**config.mk**
```make
export PLATFORM = sky130hd
export DESIGN_NAME = pipelined_instruction_decoder_flat
export DESIGN_NICKNAME = d
export VERILOG_FILES = /design/src/rtl/pipelined_instruction_decoder_if.sv /design/src/rtl/pipelined_instruction_decoder.sv /design/src/flat_wrapper.sv
export SDC_FILE = /design/constraint.sdc
export NUM_CORES = 1
export LEC_CHECK = 0
export CORE_MARGIN = 2
export CORE_UTILIZATION = 43
export DETAILED_ROUTE_END_ITERATION = 8
export GPL_ROUTABILITY_DRIVEN = 0
export PLACE_DENSITY = 0.76
export SLEW_MARGIN = 20
export SYNTH_ARGS = -nofsm -noshare
export SYNTH_HDL_FRONTEND = slang
export SYNTH_SLANG_ARGS = --single-unit
```
**constraint.sdc**
```tcl
create_clock -name CLK -period 2.18 [get_ports CLK]
set_clock_uncertainty 0.1 [all_clocks]
set_input_delay 0.327 -clock CLK [delete_from_list [all_inputs] [get_ports CLK]]
set_output_delay 0.327 -clock CLK [all_outputs]
set_load 0.05 [all_outputs]
```
**src/rtl/pipelined_instruction_decoder_if.sv**
```systemverilog
// Bundle between fetch and operand read: instruction in, registered control word out.
// valid/ready: a transfer happens on a rising CLK edge where valid && ready; the sender holds its payload stable until then.
interface pipelined_instruction_decoder_if #(
    parameter int DATA_W = 32
);
    logic              flush;
    logic              in_valid;
    logic              in_ready;
    logic [31:0]       IR_instruction;
    logic              out_valid;
    logic              out_ready;
    logic              RW;
    logic              MW;
    logic              PS;
    logic              MA;
    logic              MB;
    logic              CS;
    logic [1:0]        MD;
    logic [1:0]        BS;
    logic [4:0]        FS;
    logic [4:0]        DA;
    logic [4:0]        AA;
    logic [4:0]        BA;
    logic [DATA_W-1:0] imm_ext;
    logic              illegal;

    modport master (
        output flush, in_valid, IR_instruction, out_ready,
        input  in_ready, out_valid, RW, MW, PS, MA, MB, CS, MD, BS, FS,
        input  DA, AA, BA, imm_ext, illegal
    );

    modport slave (
        input  flush, in_valid, IR_instruction, out_ready,
        output in_ready, out_valid, RW, MW, PS, MA, MB, CS, MD, BS, FS,
        output DA, AA, BA, imm_ext, illegal
    );
endinterface

```
**src/rtl/pipelined_instruction_decoder.sv**
```systemverilog
// Registered instruction decoder with immediate extension, illegal-opcode flag,
// RAW hazard scoreboard (bubble insertion) and synchronous flush.
module pipelined_instruction_decoder #(
    parameter int DATA_W    = 32,
    parameter int IMM_W     = 15,
    parameter int HAZ_DEPTH = 2
) (
    input logic                          CLK,
    input logic                          RESET,
    pipelined_instruction_decoder_if.slave bus
);
    localparam logic [6:0] OP_NOP = 7'h00, OP_ST  = 7'h01, OP_ADD = 7'h02, OP_SUB = 7'h05;
    localparam logic [6:0] OP_JML = 7'h07, OP_AND = 7'h08, OP_OR  = 7'h0A, OP_XOR = 7'h0C;
    localparam logic [6:0] OP_BZ  = 7'h20, OP_LD  = 7'h21, OP_ADI = 7'h22, OP_SBI = 7'h25;
    localparam logic [6:0] OP_ANI = 7'h28, OP_ORI = 7'h2A, OP_XRI = 7'h2C, OP_NOT = 7'h2E;
    localparam logic [6:0] OP_LSL = 7'h30, OP_LSR = 7'h31, OP_MOV = 7'h40, OP_JMP = 7'h44;
    localparam logic [6:0] OP_SIU = 7'h45, OP_BNZ = 7'h60, OP_JMR = 7'h61, OP_AIU = 7'h62;
    localparam logic [6:0] OP_SLT = 7'h65;

    typedef struct packed {
        logic       rw, mw, ps, ma, mb, cs;
        logic [1:0] md, bs;
        logic [4:0] fs, da, aa, ba;
        logic       illegal;
    } ctrl_t;

    logic [6:0]       opcode;
    logic [4:0]       dr, sa, sb;
    logic [IMM_W-1:0] imm;
    assign opcode = bus.IR_instruction[31:25];
    assign dr     = bus.IR_instruction[24:20];
    assign sa     = bus.IR_instruction[19:15];
    assign sb     = bus.IR_instruction[14:10];
    assign imm    = bus.IR_instruction[IMM_W-1:0];

    ctrl_t             dec;
    logic              use_a, use_b;
    logic [DATA_W-1:0] imm_dec;

    always_comb begin
        dec    = '0;
        dec.da = dr;
        dec.aa = sa;
        dec.ba = sb;
        use_a  = 1'b1;
        use_b  = 1'b0;
        case (opcode)
            OP_ADD: begin dec.rw = 1'b1; dec.fs = 5'b00010; use_b = 1'b1; end
            OP_SUB: begin dec.rw = 1'b1; dec.fs = 5'b00101; use_b = 1'b1; end
            OP_AND: begin dec.rw = 1'b1; dec.fs = 5'b01000; use_b = 1'b1; end
            OP_OR:  begin dec.rw = 1'b1; dec.fs = 5'b01010; use_b = 1'b1; end
            OP_XOR: begin dec.rw = 1'b1; dec.fs = 5'b01100; use_b = 1'b1; end
            OP_SLT: begin dec.rw = 1'b1; dec.fs = 5'b00101; dec.md = 2'b10; use_b = 1'b1; end
            OP_ADI: begin dec.rw = 1'b1; dec.mb = 1'b1; dec.cs = 1'b1; dec.fs = 5'b00010; end
            OP_SBI: begin dec.rw = 1'b1; dec.mb = 1'b1; dec.cs = 1'b1; dec.fs = 5'b00101; end
            OP_ANI: begin dec.rw = 1'b1; dec.mb = 1'b1; dec.fs = 5'b01000; end
            OP_ORI: begin dec.rw = 1'b1; dec.mb = 1'b1; dec.fs = 5'b01010; end
            OP_XRI: begin dec.rw = 1'b1; dec.mb = 1'b1; dec.fs = 5'b01100; end
            OP_AIU: begin dec.rw = 1'b1; dec.mb = 1'b1; dec.fs = 5'b00010; end
            OP_SIU: begin dec.rw = 1'b1; dec.mb = 1'b1; dec.fs = 5'b00101; end
            OP_MOV: begin dec.rw = 1'b1; dec.fs = 5'b00000; end
            OP_NOT: begin dec.rw = 1'b1; dec.fs = 5'b01110; end
            OP_LSL: begin dec.rw = 1'b1; dec.fs = 5'b10000; end
            OP_LSR: begin dec.rw = 1'b1; dec.fs = 5'b10001; end
            OP_ST:  begin dec.mw = 1'b1; use_b = 1'b1; end
            OP_LD:  begin dec.rw = 1'b1; dec.md = 2'b01; end
            OP_JMR: begin dec.bs = 2'b10; end
            OP_BZ:  begin dec.bs = 2'b01; dec.mb = 1'b1; dec.cs = 1'b1; end
            OP_BNZ: begin dec.bs = 2'b01; dec.ps = 1'b1; dec.mb = 1'b1; dec.cs = 1'b1; end
            OP_JMP: begin dec.bs = 2'b11; dec.mb = 1'b1; dec.cs = 1'b1; use_a = 1'b0; end
            OP_JML: begin
                dec.bs = 2'b11; dec.rw = 1'b1; dec.fs = 5'b00111;
                dec.mb = 1'b1; dec.ma = 1'b1; dec.cs = 1'b1; use_a = 1'b0;
            end
            OP_NOP: begin dec.da = '0; dec.aa = '0; dec.ba = '0; use_a = 1'b0; end
            default: begin
                // Unknown opcodes travel as a NOP so control can trap on the flag.
                dec.da = '0; dec.aa = '0; dec.ba = '0; use_a = 1'b0; dec.illegal = 1'b1;
            end
        endcase
        imm_dec = dec.cs ? {{(DATA_W-IMM_W){imm[IMM_W-1]}}, imm} : {{(DATA_W-IMM_W){1'b0}}, imm};
    end

    logic [4:0]        hist_q [HAZ_DEPTH];
    logic [4:0]        hist_d [HAZ_DEPTH];
    ctrl_t             ctrl_q, ctrl_d;
    logic [DATA_W-1:0] imm_q, imm_d;
    logic              out_valid_q, out_valid_d;
    logic              hit_a, hit_b, hazard, load, accept;

    always_comb begin
        hit_a = 1'b0;
        hit_b = 1'b0;
        for (int i = 0; i < HAZ_DEPTH; i++) begin
            if (hist_q[i] == sa) hit_a = 1'b1;
            if (hist_q[i] == sb) hit_b = 1'b1;
        end
    end

    assign hazard       = bus.in_valid && ((use_a && sa != 5'd0 && hit_a) || (use_b && sb != 5'd0 && hit_b));
    assign load         = !out_valid_q || bus.out_ready;
    assign bus.in_ready = load && !hazard && !bus.flush && !RESET;
    assign accept       = bus.in_valid && bus.in_ready;

    always_comb begin
        hist_d      = hist_q;
        ctrl_d      = ctrl_q;
        imm_d       = imm_q;
        out_valid_d = out_valid_q;
        if (bus.flush) begin
            for (int i = 0; i < HAZ_DEPTH; i++) hist_d[i] = '0;
            out_valid_d = 1'b0;
        end else if (load) begin
            // Every load cycle ages the scoreboard; bubbles push a 0 entry.
            for (int i = HAZ_DEPTH - 1; i > 0; i--) hist_d[i] = hist_q[i-1];
            hist_d[0]   = (accept && dec.rw && dr != 5'd0) ? dr : 5'd0;
            out_valid_d = accept;
            if (accept) begin
                ctrl_d = dec;
                imm_d  = imm_dec;
            end
        end
    end

    always_ff @(posedge CLK) begin
        if (RESET) begin
            hist_q      <= '{default: '0};
            ctrl_q      <= '0;
            imm_q       <= '0;
            out_valid_q <= 1'b0;
        end else begin
            hist_q      <= hist_d;
            ctrl_q      <= ctrl_d;
            imm_q       <= imm_d;
            out_valid_q <= out_valid_d;
        end
    end

    assign bus.out_valid = out_valid_q;
    assign bus.RW        = ctrl_q.rw;
    assign bus.MW        = ctrl_q.mw;
    assign bus.PS        = ctrl_q.ps;
    assign bus.MA        = ctrl_q.ma;
    assign bus.MB        = ctrl_q.mb;
    assign bus.CS        = ctrl_q.cs;
    assign bus.MD        = ctrl_q.md;
    assign bus.BS        = ctrl_q.bs;
    assign bus.FS        = ctrl_q.fs;
    assign bus.DA        = ctrl_q.da;
    assign bus.AA        = ctrl_q.aa;
    assign bus.BA        = ctrl_q.ba;
    assign bus.illegal   = ctrl_q.illegal;
    assign bus.imm_ext   = imm_q;
endmodule

```
**src/flat_wrapper.sv**
```systemverilog
// flat-port wrapper written by rule: the top's interface ports become plain ports
module pipelined_instruction_decoder_flat 
#(
    parameter int DATA_W    = 32,
    parameter int IMM_W     = 15,
    parameter int HAZ_DEPTH = 2
)
  (CLK, RESET, bus_flush, bus_in_valid, bus_IR_instruction, bus_out_ready, bus_in_ready, bus_out_valid, bus_RW, bus_MW, bus_PS, bus_MA, bus_MB, bus_CS, bus_MD, bus_BS, bus_FS, bus_DA, bus_AA, bus_BA, bus_imm_ext, bus_illegal);
  pipelined_instruction_decoder_if #(.DATA_W(DATA_W)) bus_i ();
  input logic CLK;
  input logic RESET;
  input wire logic [$bits(bus_i.flush)-1:0] bus_flush;
  input wire logic [$bits(bus_i.in_valid)-1:0] bus_in_valid;
  input wire logic [$bits(bus_i.IR_instruction)-1:0] bus_IR_instruction;
  input wire logic [$bits(bus_i.out_ready)-1:0] bus_out_ready;
  output wire logic [$bits(bus_i.in_ready)-1:0] bus_in_ready;
  output wire logic [$bits(bus_i.out_valid)-1:0] bus_out_valid;
  output wire logic [$bits(bus_i.RW)-1:0] bus_RW;
  output wire logic [$bits(bus_i.MW)-1:0] bus_MW;
  output wire logic [$bits(bus_i.PS)-1:0] bus_PS;
  output wire logic [$bits(bus_i.MA)-1:0] bus_MA;
  output wire logic [$bits(bus_i.MB)-1:0] bus_MB;
  output wire logic [$bits(bus_i.CS)-1:0] bus_CS;
  output wire logic [$bits(bus_i.MD)-1:0] bus_MD;
  output wire logic [$bits(bus_i.BS)-1:0] bus_BS;
  output wire logic [$bits(bus_i.FS)-1:0] bus_FS;
  output wire logic [$bits(bus_i.DA)-1:0] bus_DA;
  output wire logic [$bits(bus_i.AA)-1:0] bus_AA;
  output wire logic [$bits(bus_i.BA)-1:0] bus_BA;
  output wire logic [$bits(bus_i.imm_ext)-1:0] bus_imm_ext;
  output wire logic [$bits(bus_i.illegal)-1:0] bus_illegal;
  assign bus_i.flush = bus_flush;
  assign bus_i.in_valid = bus_in_valid;
  assign bus_i.IR_instruction = bus_IR_instruction;
  assign bus_i.out_ready = bus_out_ready;
  assign bus_in_ready = bus_i.in_ready;
  assign bus_out_valid = bus_i.out_valid;
  assign bus_RW = bus_i.RW;
  assign bus_MW = bus_i.MW;
  assign bus_PS = bus_i.PS;
  assign bus_MA = bus_i.MA;
  assign bus_MB = bus_i.MB;
  assign bus_CS = bus_i.CS;
  assign bus_MD = bus_i.MD;
  assign bus_BS = bus_i.BS;
  assign bus_FS = bus_i.FS;
  assign bus_DA = bus_i.DA;
  assign bus_AA = bus_i.AA;
  assign bus_BA = bus_i.BA;
  assign bus_imm_ext = bus_i.imm_ext;
  assign bus_illegal = bus_i.illegal;
  pipelined_instruction_decoder #(.DATA_W(DATA_W), .IMM_W(IMM_W), .HAZ_DEPTH(HAZ_DEPTH)) u_core (.CLK(CLK), .RESET(RESET), .bus(bus_i));
endmodule
```
==> git commit body, run 1 <==
Refresh implementation metrics

- The run finished, with violations left.
- Violations in the final reports: setup timing
- There are 58 flip-flops and latches.
- Of the total synthesized cell area, the portion taken by XOR and XNOR cells is 0.05676.
- Startpoint of the worst register-to-register path: u_core.hist_q[2]
* Sw Ratio: 0.2749
- According to the Yosys statistics, the synthesized design has a chip area of 3395 um^2.
* OpenROAD warning count: 28
- The layout contains a multi-input combinational cell count of 282.
* Number of setup violations in the final report: 35
- The worst hold path begins at bus_IR_instruction[11].
* Cell Count, Final, Fillers Out: 657
- Met3 routed WL: between 400 and 500 um
* Area fraction in full adders, half adders and majority gates: 0
* Worst Setup Slack, final: -0.07459 ns
- Initial detailed-routing violation count: 107
- The number of antenna diodes in the final layout is 0.
- Hold Path Stages: 3
- CTS tree: built
- Vias in the first global route: 3354
Fig. 1: run 1, register map, names as in the netlist
Drawn at 4 px/um.
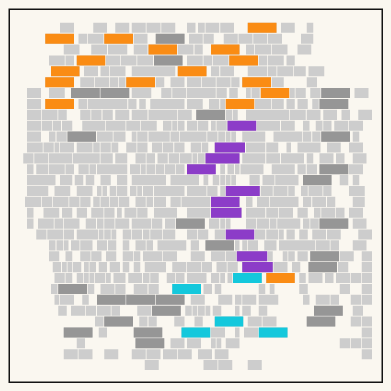
- u_core.bus.DA: cyan (placed flops 5; where south)
- u_core.hist_q: purple (placed flops 10; where centre)
- u_core.bus.imm_ext: orange (placed flops 16)
- not coloured: 27
Sequential Power: 1090 uW
flop share of the area: 0.2134

Fig. 2: run 1, clock wiring as the flow saved it
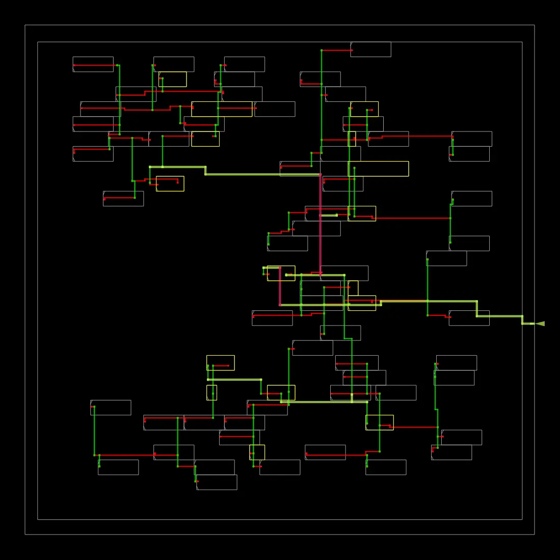
insertion delay of the later-clocked pin in the worst-skew pair: 0.34 ns
number of clock sinks: 58
clock-net power: 1110 uW

Fig. 3: run 1, local utilization
Drawn at 3 px/um. 9 x 9 tiles, from dark purple (low) to yellow (high), 0 to 100% covered.
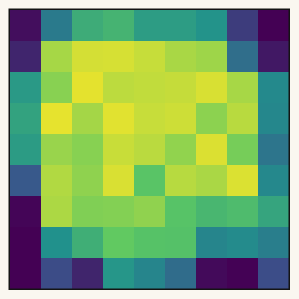
- tiles over 75% full: 47%
- densest ninth of the die: centre
- mean over tiles: 62%
- nearly empty tiles: 6.2%
- fullest tile: 96%
Layout Utilization: 0.7155
Core Util at FP: 0.4416

Fig. 4: run 1, I/O nets highlighted
Drawn at 4 px/um.
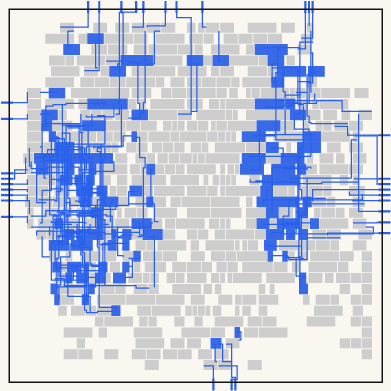
- bus_IR_instruction: blue (bits 32; direction input; edge 11 north, 9 west, 9 east, 3 south; end cells 117; buffers 70; wire 2410 um)
top-level port count: 102
IO buf count: 101

Fig. 5: run 1, gate families picked out
Drawn at 4 px/um.
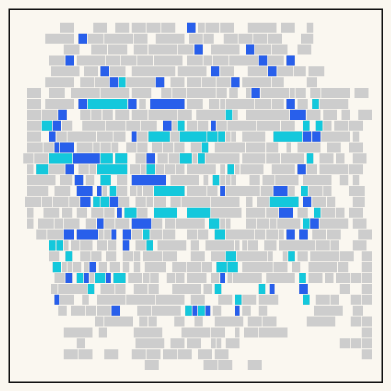

==> run 2: changes to the inputs <==
--- a/config.mk
+++ b/config.mk
@@ -10,6 +10,7 @@
 export DETAILED_ROUTE_END_ITERATION = 8
 export GPL_ROUTABILITY_DRIVEN = 0
 export PLACE_DENSITY = 0.76
+export SETUP_SLACK_MARGIN = 0.02
 export SLEW_MARGIN = 20
 export SYNTH_ARGS = -nofsm -noshare
 export SYNTH_HDL_FRONTEND = slang
Fig. 6: run 2, gate families picked out
Drawn at 4 px/um.
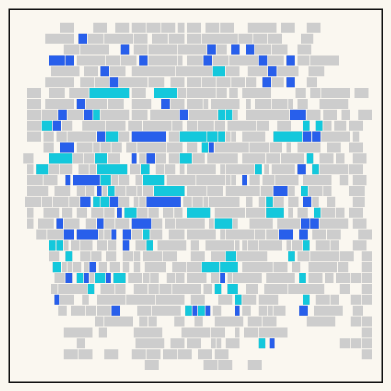
- inverting AOI/OAI gates: cyan (cells 60)
- NOR gates: blue (cells 66; where all over the die)
Cell Count, Final, Fillers Out: 659
most frequent logic cell in the layout: buf_4
combinational share of cell area: 0.3984

==> git commit body, run 2 <==
Refresh implementation metrics

* Run status: complete, but fails checks
- The final reports fail on setup timing.
- MI comb cells: 282
* Net count entering floorplan: 428
- Number of enable-type register cells in the synthesized netlist: 0
- From bottom edge to top edge, the die measures 92.85 um.
* Met3 routed WL: 667 um
* Path length in cells of the critical path: 7
* Startpoint of the tightest hold check path: bus_IR_instruction[30]
- In this run the cell area of the synthesized design comes to around 3400 um^2.
- In this run the tools logged warnings totalling 29.
- Yosys stat area: 3395 um^2
* IO buf count: 101
* Top-level port count: 102
- For this run, the script counts the antenna cells in the layout as 0.
- Sum of routed wire length over all layers: about 11000 um
- Sequential Power: approximately 1100 uW
- Of all the cell area in the finished design, the clock network holds 0.03904.
* Core Util at FP: 0.4416
* Fill count: 529
* Total die size: 8621 um^2
- Per the OpenROAD power report, leakage power amounts to 0.002434 uW.
- Yosys warns: 0
* Power share of the sequential group: 0.383
- Yosys xor share: 0.05676
* Worst Setup Slack, final: -0.09928 ns
* Count of flip-flops and latches: 58
- Count of maximum capacitance violations: 0
- The share of total power dissipated in the clock network is 0.392.
- Startpoint of the worst register-to-register path: u_core.hist_q[3]
- TritonCTS built the clock tree.
- Area fraction in full adders, half adders and majority gates: 0
* Seq/Total Area, Yosys: 0.3421
* Number of clock sinks: 58
* Final number of hold-violating endpoints: 0
- Once iteration 0 of detailed routing completed, the report listed around 190 DRC markers.
* Layout Utilization: 0.7297
- Once synthesis finished, the tally of register bits stood at 58.
- Number of setup violations in the final report: 5
- As reported, the later end of the worst-skew pair has a clock insertion delay of 0.35 ns.
- The report gives the cell count of the worst hold path as 4.
- The via count of the first global-routing pass came to 3318.
* Flop share of the area: 0.2095
- Sw Ratio: 0.2784
Fig. 7: run 2, local utilization
Drawn at 3 px/um. 9 x 9 tiles, from dark purple (low) to yellow (high), 0 to 100% covered.
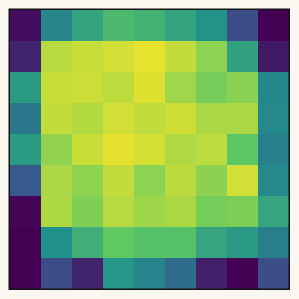

==> run 3: changes to the inputs <==
--- a/config.mk
+++ b/config.mk
@@ -6,10 +6,10 @@
 export NUM_CORES = 1
 export LEC_CHECK = 0
 export CORE_MARGIN = 2
-export CORE_UTILIZATION = 43
+export CORE_UTILIZATION = 48
 export DETAILED_ROUTE_END_ITERATION = 8
 export GPL_ROUTABILITY_DRIVEN = 0
-export PLACE_DENSITY = 0.76
+export PLACE_DENSITY_LB_ADDON = 0.1
 export SETUP_SLACK_MARGIN = 0.02
 export SLEW_MARGIN = 20
 export SYNTH_ARGS = -nofsm -noshare
==> constraint.sdc (replaced) <==
create_clock -name CLK -period 2.6 [get_ports CLK]
set_clock_uncertainty 0.1 [all_clocks]
set_input_delay 0.39 -clock CLK [delete_from_list [all_inputs] [get_ports CLK]]
set_output_delay 0.39 -clock CLK [all_outputs]
set_load 0.05 [all_outputs]
Fig. 8: run 3, local utilization
Drawn at 3 px/um. 9 x 9 tiles, from dark purple (low) to yellow (high), 0 to 100% covered.
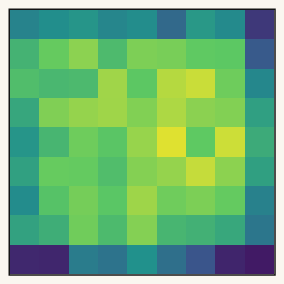
- fullest tile: 95%
- tiles over 75% full: 42%
- emptiest ninth of the die: south-east
- densest ninth of the die: centre
- mean over tiles: 64%
Floorplan Core Area: 6832 um^2
Core Util at FP: 0.4969
Layout Utilization: 0.7434

==> git commit body, run 3 <==
Refresh implementation metrics

- Run status: completed
- Startpoint of the worst register-to-register path: u_core.hist_q[6]
- The final antenna diode tally reported by the flow is 0.
- Clock transition at the registers of the reported paths: 0.07 ns
- Area fraction in full adders, half adders and majority gates: 0
- Number of storage elements in the synthesis netlist: 58
- Number of setup violations in the final report: 0
* Post-route ant nets: 0
- In the post-route report, total wirelength is listed as 9445 um.
* Sequential Power: 919 uW
* Initial detailed-routing violation count: 179
- Yosys warns: 0
- The chip occupies a little under 8000 um^2.
- IO buf count: 101
- Per the synthesis report, the XOR/XNOR share of the synthesized area is 0.05676.
* Power share of the sequential group: 0.397
- Final number of hold-violating endpoints: 0
- Reg2reg path depth: 9
- Of the available clock period, the critical path in the final layout requires 0.9780.
- Net switching power: around 650 uW
- Flop share of the area: 0.2286
* Number of clock sinks: ~58
- The detailed router reports a met3 wire length of 553 um.
* Fill count: between 500 and 600
- MI comb cells: around 280
* Cell Count, Final, Fillers Out: 624
- At floorplan, the net count of the design was reported as 428.
* Most frequent logic cell in the layout: clkdlybuf4s50_1
- Synthesis instantiated 48 different standard cells from the library.
- Static Leakage: 0.002127 uW
- CTS placed an instance of clkbuf_8 at the clock tree root.
- Per Yosys stat, the portion of area used by sequential elements is 0.3421.
- Cell family with most CP delay: simple AND/OR/NAND/NOR gates
- Top-level port count: 102
* Clock-net power: 933 uW
- Syn Std Cell Area: 3395 um^2
- For this run, the chip area from Yosys synthesis comes to 3395 um^2.
- Number of antenna violations at the first check in global routing: 0
* Most instantiated logic cells after routing: clkdlybuf4s50_1 (88), buf_4 (59), dfxtp_1 (58)
- Combinational share of cell area: 0.4045
- Worst slack at placement: -0.4230 ns
- The portion of synthesized area spent on multiplexers is 0.1426.
* Hold Path Stages: 3
* Count of flip-flops and latches: slightly below 60
* Startpoint of the tightest hold check path: bus_IR_instruction[12]
* Insertion delay of the later-clocked pin in the worst-skew pair: ~0.33 ns
- Y dimension of the die: 88.10 um
* Count of maximum capacitance violations: 0
* OpenROAD warning count: 26
Power is estimated from default activity; no workload was simulated.
